--- config.mk ---
export PLATFORM = sky130hd
export DESIGN_NAME = conv_band_slide_p
export DESIGN_NICKNAME = d
export VERILOG_FILES = /design/src/rtl/conv_pkg.sv /design/src/rtl/conv_row_mac.sv /design/src/rtl/conv_band_slide_p.sv
export SDC_FILE = /design/constraint.sdc
export NUM_CORES = 2
export LEC_CHECK = 0
export ABC_AREA = 1
export CORE_MARGIN = 3
export CORE_UTILIZATION = 45
export CTS_CLUSTER_DIAMETER = 80
export CTS_CLUSTER_SIZE = 25
export DETAILED_ROUTE_END_ITERATION = 8
export SLEW_MARGIN = 30
export SYNTH_ARGS = -nofsm -noshare
export SYNTH_HDL_FRONTEND = slang
export SYNTH_SLANG_ARGS = --single-unit
--- constraint.sdc ---
create_clock -name clk -period 25.1 [get_ports clk]
set_input_delay 5.02 -clock clk [delete_from_list [all_inputs] [get_ports clk]]
set_output_delay 5.02 -clock clk [all_outputs]
set_load 0.02 [all_outputs]
--- src/rtl/conv_pkg.sv ---
// conv_pkg: shared FSM states and width helpers for the band convolution
package conv_pkg;

    typedef enum logic [1:0] {IDLE, LOAD, MAC, DONE} state_t;

    function automatic int clog2(input int v);
        int r;
        r = 0;
        while ((1 << r) < v) r++;
        return r;
    endfunction

    function automatic int sum_w(input int pix_w, input int k);
        return pix_w + clog2(k * k + 1);
    endfunction

    // counter width that never collapses to zero bits
    function automatic int cnt_w(input int n);
        return n > 1 ? clog2(n) : 1;
    endfunction

endpackage

--- src/rtl/conv_row_mac.sv ---
// conv_row_mac: one lane, accumulates one gated/signed kernel row per enabled cycle
module conv_row_mac
    import conv_pkg::*;
#(
    parameter int K = 5,
    parameter int PIX_W = 4,
    parameter int ACC_W = 10
) (
    input  logic             clk,
    input  logic             reset,
    input  logic [PIX_W-1:0] pix [K],
    input  logic [K-1:0]     wt,
    input  logic             mode,
    input  logic             clr,
    input  logic             en,
    output logic [ACC_W-1:0] nxt
);

    logic [ACC_W-1:0] acc;

    always_comb begin
        nxt = acc;
        for (int j = 0; j < K; j++)
            nxt = wt[j] ? nxt + ACC_W'(pix[j]) : mode ? nxt - ACC_W'(pix[j]) : nxt;
    end

    always_ff @(posedge clk or posedge reset)
        if (reset) acc <= '0;
        else if (clr) acc <= '0;
        else if (en) acc <= nxt;

endmodule

--- src/rtl/conv_band_slide_p.sv ---
// conv_band_slide_p: K x K binary-weight sliding convolution over one band,
// LANES MAC lanes time-multiplexed across all window positions
module conv_band_slide_p
    import conv_pkg::*;
#(
    parameter int IMG_W = 12,
    parameter int K = 5,
    parameter int PIX_W = 4,
    parameter int STRIDE = 1,
    parameter int LANES = 8,
    localparam int OUT_W = (IMG_W - K) / STRIDE + 1,
    localparam int OUT_BITS = sum_w(PIX_W, K) + 1
) (
    input  logic                      clk,
    input  logic                      reset,
    input  logic                      start_flag,
    input  logic [K*IMG_W*PIX_W-1:0]  in,
    input  logic [K*K-1:0]            filter,
    input  logic                      mode,
    output logic                      busy,
    output logic [OUT_W*OUT_BITS-1:0] out,
    output logic                      end_flag
);

    localparam int P = (OUT_W + LANES - 1) / LANES;
    localparam int RW = cnt_w(K);
    localparam int PW = cnt_w(P);

    if ((IMG_W - K) % STRIDE != 0) begin : g_bad_stride
        $error("conv_band_slide_p: (IMG_W-K) must be a multiple of STRIDE");
    end
    if (LANES < 1 || LANES > OUT_W) begin : g_bad_lanes
        $error("conv_band_slide_p: LANES must be within 1..OUT_W");
    end

    state_t            state;
    logic [RW-1:0]     row;
    logic [PW-1:0]     pass;
    logic              accept, last, clr, en, mode_q;
    logic [PIX_W-1:0]  band [K][IMG_W];
    logic [K-1:0]      frow [K];
    logic [K-1:0]      wt_row;
    logic [PIX_W-1:0]  cur [IMG_W];
    logic [PIX_W-1:0]  cand [LANES][P][K];
    logic [PIX_W-1:0]  lane_pix [LANES][K];
    logic [OUT_BITS-1:0] nxt [LANES];
    logic [OUT_BITS-1:0] shadow [OUT_W];

    assign accept = state == IDLE && start_flag && !busy;
    assign last   = state == MAC && row == RW'(K - 1);
    assign clr    = state == LOAD || last;
    assign en     = state == MAC;
    assign cur    = band[row];
    assign wt_row = frow[row];

    always_ff @(posedge clk)
        if (accept) begin
            mode_q <= mode;
            for (int r = 0; r < K; r++) begin
                for (int c = 0; c < IMG_W; c++)
                    band[r][c] <= in[K*IMG_W*PIX_W-1-(r*IMG_W+c)*PIX_W -: PIX_W];
                for (int j = 0; j < K; j++)
                    frow[r][j] <= filter[K*K-1-(r*K+j)];
            end
        end

    // lanes past the last window see zeros; their results are never stored
    for (genvar l = 0; l < LANES; l++) begin : g_lane
        for (genvar p = 0; p < P; p++) begin : g_pass
            for (genvar j = 0; j < K; j++) begin : g_tap
                if (p * LANES + l < OUT_W) begin : g_live
                    assign cand[l][p][j] = cur[(p*LANES+l)*STRIDE+j];
                end else begin : g_idle
                    assign cand[l][p][j] = '0;
                end
            end
        end
        for (genvar j = 0; j < K; j++) begin : g_sel
            assign lane_pix[l][j] = cand[l][pass][j];
        end
        conv_row_mac #(.K(K), .PIX_W(PIX_W), .ACC_W(OUT_BITS)) u_mac (
            .clk   (clk),
            .reset (reset),
            .pix   (lane_pix[l]),
            .wt    (wt_row),
            .mode  (mode_q),
            .clr   (clr),
            .en    (en),
            .nxt   (nxt[l])
        );
    end

    always_ff @(posedge clk or posedge reset)
        if (reset) begin
            for (int s = 0; s < OUT_W; s++) shadow[s] <= '0;
        end else if (last) begin
            for (int s = 0; s < OUT_W; s++)
                if (pass == PW'(s / LANES)) shadow[s] <= nxt[s % LANES];
        end

    always_ff @(posedge clk or posedge reset)
        if (reset) begin
            state    <= IDLE;
            busy     <= 1'b0;
            end_flag <= 1'b0;
            out      <= '0;
            row      <= '0;
            pass     <= '0;
        end else begin
            case (state)
                IDLE: begin
                    end_flag <= 1'b0;
                    if (accept) begin
                        state <= LOAD;
                        busy  <= 1'b1;
                    end
                end
                LOAD: begin
                    row   <= '0;
                    pass  <= '0;
                    state <= MAC;
                end
                MAC: begin
                    if (row == RW'(K - 1)) begin
                        row <= '0;
                        if (pass == PW'(P - 1)) state <= DONE;
                        else pass <= pass + PW'(1);
                    end else row <= row + RW'(1);
                end
                DONE: begin
                    for (int s = 0; s < OUT_W; s++)
                        out[(OUT_W-1-s)*OUT_BITS +: OUT_BITS] <= shadow[s];
                    end_flag <= 1'b1;
                    busy     <= 1'b0;
                    state    <= IDLE;
                end
                default: state <= IDLE;
            endcase
        end

endmodule

### Routing congestion

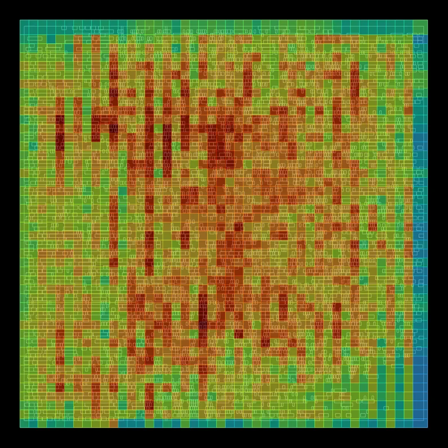
GR Util All Layers: 29.7%
M3 GR Usage: 5.46%
Top Usage Layer GRT: met2

### Sequential cells grouped by signal name

Drawn at 1 px/um.
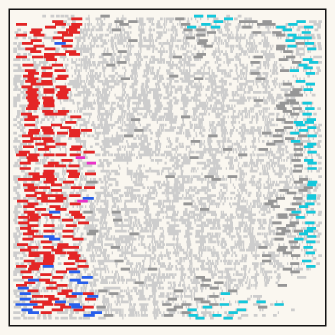
frow -> blue  # flops 25, where lower left
row -> magenta  # flops 3
band -> red  # flops 240, where a column on the left
out -> cyan  # flops 80
register share of the cell area: 28.9%
register area: 14200 um^2
Final Util: 52.2%

==> flow_summary.toml <==
# implementation run metrics
[finish]
buf_share_pct = 8.33
largest_reg_flops = 240
n_antenna_cell = 6
final_common_cell = "nand2_1"
clkbuf_count = 42
logic_gates = 4458

[final_timing]
max_slew_margin_pct = 21.7
hold_ws_ps = 473
fin_ws_ps = 15640

[hold_path]
min_to = "out[55]$_DFFE_PP0P_"
hold_class = "register to register"

[placed_design]
dpl_cell_area_um2 = 47700
dpl.hpwl_um = 112000

[synth]
edf_count = 266
seq_area_frac_synth_pct = 33.0
synthSimpleGateAreaFrac_pct = 29.7

[route]
drtIter0Drc = 3836

[cts]
cts_setup_buffers = 0

[outcome]
status = "finished clean"

[die]
io_pins = 351
floorplan.core_util_pct = 45.7
chip_area_um2 = 99200
coreArea_um2 = 94000

[setup_path]
crit_family = "AND-OR/OR-AND gates"
metal layers:
metal	vias to the layer above	global-route usage (%)	wire, um
li1	19700	-	-
met3	229	5.46	13300
met2	1604	45.8	63800
met4	10	8.85	4840
met5	-	0	63
met1	18700	42.4	67600
synth_stat cells, types with 97 or more instances:
| master | count | area [um^2] |
|---|---|---|
| inv_1 | 616 | 2310 |
| xor2_1 | 97 | 850 |
| edfxtp_1 | 266 | 7990 |
| nand4_1 | 104 | 651 |
| nand3_1 | 412 | 2060 |
| o21ai_0 | 362 | 1810 |
| a21oi_1 | 207 | 1040 |
| dfrtp_1 | 247 | 6180 |
| nand2_1 | 1755 | 6590 |
| ha_1 | 336 | 4200 |
| nor2_1 | 489 | 1840 |
| clkbuf_1 | 113 | 424 |
